power_grid.png
Drawn at 3 px/micron. Pins as bars on the die edge.
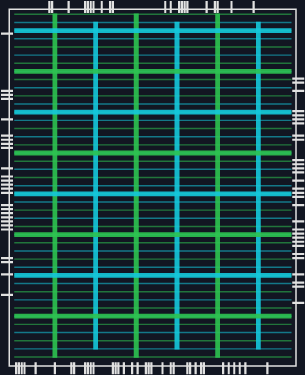
placement_by_type.png
Drawn at 2 px/micron. Fill, decap, tap and diode cells in gray.
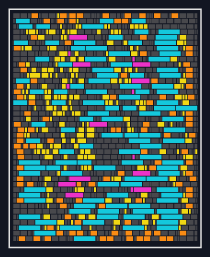
clk_routes.png
Drawn at 4 px/micron.
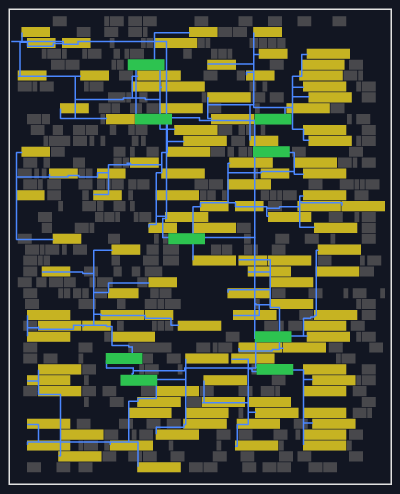
wires.png
Drawn at 3 px/micron. Only two layers are drawn.
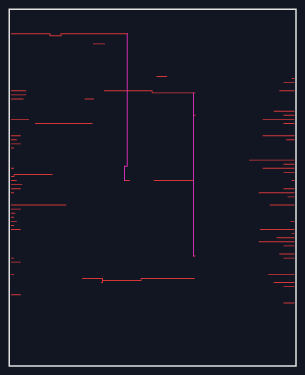
placement.png
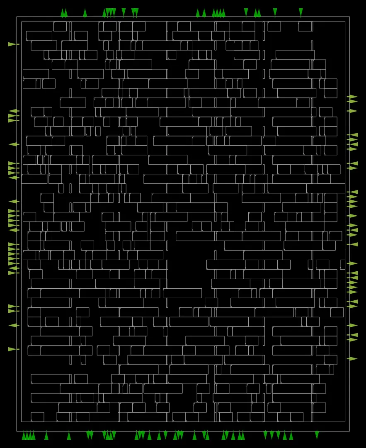
## src/rtl/mips_pkg.sv

```systemverilog
// rtl/mips_pkg.sv - shared widths, fetch-state enum and prefetch entry type for the MIPS fetch stage
//
// Purpose: common definitions for if_prefetch_unit and prefetch_fifo.
// Contents: PC_W / INSTR_W widths, NOP encoding, fetch_state_e, fetch_entry_t,
//           word_align() helper that clears the byte-offset bits of an address.
package mips_pkg;

    localparam int PC_W    = 10;
    localparam int INSTR_W = 32;

    localparam logic [INSTR_W-1:0] NOP = '0;

    typedef enum logic {
        FETCH   = 1'b0,
        DISCARD = 1'b1
    } fetch_state_e;

    // One prefetch queue entry: the fall-through PC travels with its word.
    typedef struct packed {
        logic [PC_W-1:0]    pc_plus4;
        logic [INSTR_W-1:0] instr;
    } fetch_entry_t;

    function automatic logic [PC_W-1:0] word_align(input logic [PC_W-1:0] addr);
        return {addr[PC_W-1:2], 2'b00};
    endfunction

endpackage

```

## src/rtl/prefetch_fifo.sv

```systemverilog
// rtl/prefetch_fifo.sv - DEPTH-entry prefetch queue of {pc_plus4, instr} entries
//
// Purpose: small circular buffer between the fetch engine and IF/ID.
// Ports:
//   clk, reset        core clock, synchronous active-high reset
//   push, push_data   write one entry (ignored when full unless popping)
//   pop               retire the head (ignored when empty)
//   flush             empty the queue; wins over push
//   full, empty       occupancy flags
//   head              entry at the read pointer
module prefetch_fifo
    import mips_pkg::*;
#(
    parameter int DEPTH = 2
) (
    input  logic         clk,
    input  logic         reset,
    input  logic         push,
    input  fetch_entry_t push_data,
    input  logic         pop,
    input  logic         flush,
    output logic         full,
    output logic         empty,
    output fetch_entry_t head
);

    localparam int PW = (DEPTH > 1) ? $clog2(DEPTH) : 1;
    localparam int CW = $clog2(DEPTH + 1);

    fetch_entry_t   mem_q [DEPTH];
    fetch_entry_t   mem_d [DEPTH];
    logic [PW-1:0]  wr_ptr_q, wr_ptr_d;
    logic [PW-1:0]  rd_ptr_q, rd_ptr_d;
    logic [CW-1:0]  count_q, count_d;
    logic           do_push, do_pop;

    assign full  = (count_q == CW'(DEPTH));
    assign empty = (count_q == '0);
    assign head  = mem_q[rd_ptr_q];

    // A pop frees the head slot in the same cycle, so push+pop on a full queue is accepted.
    assign do_pop  = pop && !empty;
    assign do_push = push && (!full || do_pop);

    always_comb begin
        mem_d    = mem_q;
        wr_ptr_d = wr_ptr_q;
        rd_ptr_d = rd_ptr_q;
        count_d  = count_q;
        if (flush) begin
            wr_ptr_d = '0;
            rd_ptr_d = '0;
            count_d  = '0;
        end else begin
            if (do_push) begin
                mem_d[wr_ptr_q] = push_data;
                wr_ptr_d        = wr_ptr_q + PW'(1);
            end
            if (do_pop) begin
                rd_ptr_d = rd_ptr_q + PW'(1);
            end
            case ({do_push, do_pop})
                2'b10:   count_d = count_q + CW'(1);
                2'b01:   count_d = count_q - CW'(1);
                default: count_d = count_q;
            endcase
        end
    end

    always_ff @(posedge clk) begin
        if (reset) begin
            wr_ptr_q <= '0;
            rd_ptr_q <= '0;
            count_q  <= '0;
        end else begin
            wr_ptr_q <= wr_ptr_d;
            rd_ptr_q <= rd_ptr_d;
            count_q  <= count_d;
        end
    end

    // Storage needs no reset: count gates every read.
    always_ff @(posedge clk) begin
        mem_q <= mem_d;
    end

endmodule

```

## src/rtl/if_prefetch_unit.sv

```systemverilog
// rtl/if_prefetch_unit.sv - instruction fetch stage with prefetch queue and redirect handling
//
// Purpose: owns the fetch PC, issues word fetches over req/ack, queues returned words
//          and presents the queue head to IF/ID; discards wrong-path fetches in flight.
// Ports:
//   clk, reset                      core clock, synchronous active-high reset
//   stall                           IF/ID holding, keep the head
//   branch_taken, branch_address    redirect (priority over jump)
//   jump, jump_address              redirect
//   instr, pc_plus4, instr_valid    queue head towards IF/ID
//   imem_req, imem_addr             fetch request, held until ack
//   imem_ack, imem_rdata            single-cycle response strobe and data
module if_prefetch_unit
    import mips_pkg::*;
#(
    parameter int              DEPTH    = 2,
    parameter logic [PC_W-1:0] RESET_PC = 10'h000
) (
    input  logic               clk,
    input  logic               reset,
    input  logic               stall,
    input  logic               branch_taken,
    input  logic [PC_W-1:0]    branch_address,
    input  logic               jump,
    input  logic [PC_W-1:0]    jump_address,
    output logic [INSTR_W-1:0] instr,
    output logic [PC_W-1:0]    pc_plus4,
    output logic               instr_valid,
    output logic               imem_req,
    output logic [PC_W-1:0]    imem_addr,
    input  logic               imem_ack,
    input  logic [INSTR_W-1:0] imem_rdata
);

    fetch_state_e    state_q, state_d;
    logic [PC_W-1:0] fetch_pc_q, fetch_pc_d;
    logic            req_q, req_d;
    logic [PC_W-1:0] addr_q, addr_d;
    logic [PC_W-1:0] last_pc_q, last_pc_d;

    logic            redirect;
    logic [PC_W-1:0] target;
    logic            ack;
    logic            push, pop;
    logic            fifo_full, fifo_empty;
    fetch_entry_t    push_data, head;

    assign redirect = branch_taken | jump;
    assign target   = word_align(branch_taken ? branch_address : jump_address);

    // An ack with no request outstanding (e.g. straight after reset) is not ours.
    assign ack  = imem_ack && req_q;
    assign push = (state_q == FETCH) && ack && !redirect;
    assign pop  = !fifo_empty && !stall && !redirect;

    assign push_data.pc_plus4 = fetch_pc_q + PC_W'(4);
    assign push_data.instr    = imem_rdata;

    prefetch_fifo #(
        .DEPTH(DEPTH)
    ) u_fifo (
        .clk       (clk),
        .reset     (reset),
        .push      (push),
        .push_data (push_data),
        .pop       (pop),
        .flush     (redirect),
        .full      (fifo_full),
        .empty     (fifo_empty),
        .head      (head)
    );

    always_comb begin
        state_d    = state_q;
        fetch_pc_d = fetch_pc_q;
        req_d      = req_q;
        addr_d     = addr_q;

        // Request drops for one cycle after each ack; a new one launches only with room
        // in the queue, so a fetch in flight can always be pushed.
        if (req_q) begin
            if (imem_ack) begin
                req_d = 1'b0;
            end
        end else if ((state_q == FETCH) && !fifo_full && !redirect) begin
            req_d  = 1'b1;
            addr_d = fetch_pc_q;
        end

        if (push) begin
            fetch_pc_d = fetch_pc_q + PC_W'(4);
        end
        if (redirect) begin
            fetch_pc_d = target;
        end

        // A wrong-path fetch still waiting for its ack must be drained before refetching.
        if (req_q && !imem_ack && (redirect || (state_q == DISCARD))) begin
            state_d = DISCARD;
        end else begin
            state_d = FETCH;
        end
    end

    assign last_pc_d = fifo_empty ? last_pc_q : head.pc_plus4;

    always_ff @(posedge clk) begin
        if (reset) begin
            state_q    <= FETCH;
            fetch_pc_q <= word_align(RESET_PC);
            req_q      <= 1'b0;
            addr_q     <= word_align(RESET_PC);
            last_pc_q  <= '0;
        end else begin
            state_q    <= state_d;
            fetch_pc_q <= fetch_pc_d;
            req_q      <= req_d;
            addr_q     <= addr_d;
            last_pc_q  <= last_pc_d;
        end
    end

    assign imem_req    = req_q;
    assign imem_addr   = addr_q;
    assign instr_valid = !fifo_empty;
    assign instr       = fifo_empty ? NOP : head.instr;
    assign pc_plus4    = fifo_empty ? last_pc_q : head.pc_plus4;

endmodule

```

## config.mk

```make
export PLATFORM = sky130hd
export DESIGN_NAME = if_prefetch_unit
export DESIGN_NICKNAME = d
export VERILOG_FILES = /design/src/rtl/mips_pkg.sv /design/src/rtl/prefetch_fifo.sv /design/src/rtl/if_prefetch_unit.sv
export SDC_FILE = /design/constraint.sdc
export NUM_CORES = 1
export LEC_CHECK = 0
export CELL_PAD_IN_SITES_DETAIL_PLACEMENT = 0
export CELL_PAD_IN_SITES_GLOBAL_PLACEMENT = 1
export CORE_ASPECT_RATIO = 1.25
export CORE_UTILIZATION = 42
export DETAILED_ROUTE_END_ITERATION = 10
export PLACE_DENSITY_LB_ADDON = 0.1
export SYNTH_ARGS = -nofsm -noshare
export SYNTH_HDL_FRONTEND = slang
export SYNTH_SLANG_ARGS = --single-unit
```

## constraint.sdc

```tcl
create_clock -name clk -period 5.3 [get_ports clk]
set_input_delay 0.53 -clock clk [delete_from_list [all_inputs] [get_ports clk]]
set_output_delay 0.53 -clock clk [all_outputs]
set_load 0.02 [all_outputs]
```

==> flow_summary.toml <==
# flow metrics
[timing]
tns_ps = 0
fin_crit_ps = 3096
tightestPinTransition_ps = 1150
slew_headroom_pct = 23.16
final_max_slew_viol_count = 0
finalSetupViolations = 0
worst_slack_ps = 2204
finalHoldViolCount = 0
rsz0062_at_grt = "no"

[cells_and_area]
lay_top_cells = "105 x clkdlybuf4s50_1, 80 x edfxtp_1, 52 x nor2_1"
largest_cell_class = "registers"
final_common_cell = "clkdlybuf4s50_1"
sh_comb_area_pct = 23.17
clk_share_pct = 4.672
logic_gates = 208
combGateArea_sq_mm = 0.001384
inv_count = 5
instances_no_fill = 582
drive_gt1_share_pct = 5.111

[die]
dieArea_sq_mm = 0.01126
ios = 112
fp_util_pct = 43.09

[synthesis]
ys_cells = 345
ys_area_sq_mm = 0.004552
edf_count = 80
synth.area.top_cells = "edfxtp_1 53%, dfxtp_1 14%, mux2i_1 11%, nor2_1 4.3%, xnor2_1 1.9%"
xor_area_share_pct = 2.694
top_cell_area_share_pct = 52.78
avgSynthCellArea_sq_um = 13.19
fa_ha_area_share_pct = 0.5498
synthCells = 345
synth.cell_area_sq_mm = 0.004552
synth-async-reset-ratio_pct = 0
largest_area_cell = "edfxtp_1"
synth.distinct_cells = 40
ys.flop_type = "edfxtp_1"

[clock_tree]
cts_setup_buffers = 0
cts-htree-levels = 3
cts_resized = 0
cts_tree = "done"
numCtsBuffers = 9
root_buffer = "clkbuf_16"
cts_sinks = 112

[run_status]
status = "completed"

[worst_setup_path]
required_ps = 4770
path_cells = "nor2_4 -> o21ai_0 -> clkdlybuf4s50_1"
slowest_delay_ps = 880
critPathMaxFanout = 54
cp.buffers_inverters = 1
worstSetupStartpointType = "flop"

[grt]
grt_max_degree = 55
grt_pass1_wl_microns = 13400
antenna_found_initial = 0
grt_pass1_vias = 2722

[route]
drt_iter0_markers = 96
via_per_inst = 4.900
dr.pass1.iters = 5
drc = 0

[placed_design]
placed_cells = 566
gp_congestion = 0.7060
preCtsSetupSlack_ps = 2172
placed_area_sq_mm = 0.005693
dpl.hpwl_microns = 5615

[power_and_ir_drop]
leakage_nw = 1.929
power.total_mw = 1.687

[job]
cap_violations = 0
openroad.warnings = 30
-- power_grid.png (at the start) --
[cyan] VDD
[green] VSS
met5 straps: 8
signal pins: 112
met4 straps: 6
Peak VDD IR: 0.1412 mV
Die Span Y: 118.4 microns
Core Box Area: 0.01056 sq mm
die width: 95.12 microns

-- placement_by_type.png (at the start) --
[magenta] clock drivers and dummy loads | cells: 16
[orange] remaining buffers and delay cells | cells: 109
[yellow] combinational and other logic | cells: 213
[cyan] sequential cells | cells: 112
cell area after layout: 0.005972 sq mm
FP Rows: 42

-- clk_routes.png (at the start) --
[green] clock drivers | count: 9
[blue] clock wires | length: 1160 microns
[yellow] flip-flops | count: 112
routed clock nets: 10

-- wires.png (at the start) --
[magenta] metal 4 | wire length: 104 microns
[red] metal 3 | wire length: 408 microns
GR Util All Layers: 15.71%
WL per Instance: 14.35 microns

-- placement.png (at the start) --
Tapcells: 132
Seq cells: 112
Filler cells: 931
Seq/total area: 50.97%
final core occ: 56.54%

## where the power goes
group / leakage (nW) / switching (mW) / internal, mW
combinational: 0.817 / 0.0409 / 0.0567
clock: 0.136 / 0.274 / 0.359
sequential: 0.975 / 0.00949 / 0.947
total: 1.93 / 0.324 / 1.36
## state kept, by name, summed over array words and instances, names as in the netlist
register and cells:
fetch_pc_q 8, imem_req 1, u_fifo.wr_ptr_q 1, state_q 1
u_fifo.rd_ptr_q 1, u_fifo.count_q 2, imem_addr 8, last_pc_q 10
u_fifo.mem_q 80
## cell usage after synthesis, types with 2 or more instances
| cell type | instances |
|---|---|
| nor2_2 | 3 |
| or3_1 | 3 |
| xnor2_1 | 10 |
| nand2_1 | 18 |
| inv_1 | 5 |
| a21oi_1 | 9 |
| edfxtp_1 | 80 |
| buf_2 | 7 |
| dfxtp_1 | 32 |
| clkbuf_1 | 5 |
| nand4_1 | 2 |
| nand3_1 | 2 |
| o21ai_0 | 11 |
| nor2_1 | 52 |
| xor2_1 | 4 |
| mux2i_1 | 50 |
| o22ai_1 | 4 |
| and2_1 | 2 |
| nor2b_1 | 12 |
| nor3_1 | 5 |
| ha_1 | 2 |
| and3b_1 | 2 |
| buf_4 | 8 |
## path summary, 6_finish.rpt
| check | endpoint | cells past startpoint | from | slack (ps) |
|---|---|---|---|---|
| worst min register to register | imem_addr[9] | 2 | imem_addr[9] | 500 |
| worst max register to register | u_fifo.mem_q[60] | 5 | imem_req | 2960 |
| worst min-delay path | imem_addr[9] | 2 | imem_addr[9] | 500 |
| worst max-delay path | pc_plus4[4] | 3 | u_fifo.count_q[1] | 2200 |
## layer usage
layer	share of wire (%)	GRT usage, %
met1	43	19.97
met2	51	25.94
met3	4.9	3.411
met4	1.2	5.682
met5	0	0
Power and IR drop assume default switching activity.
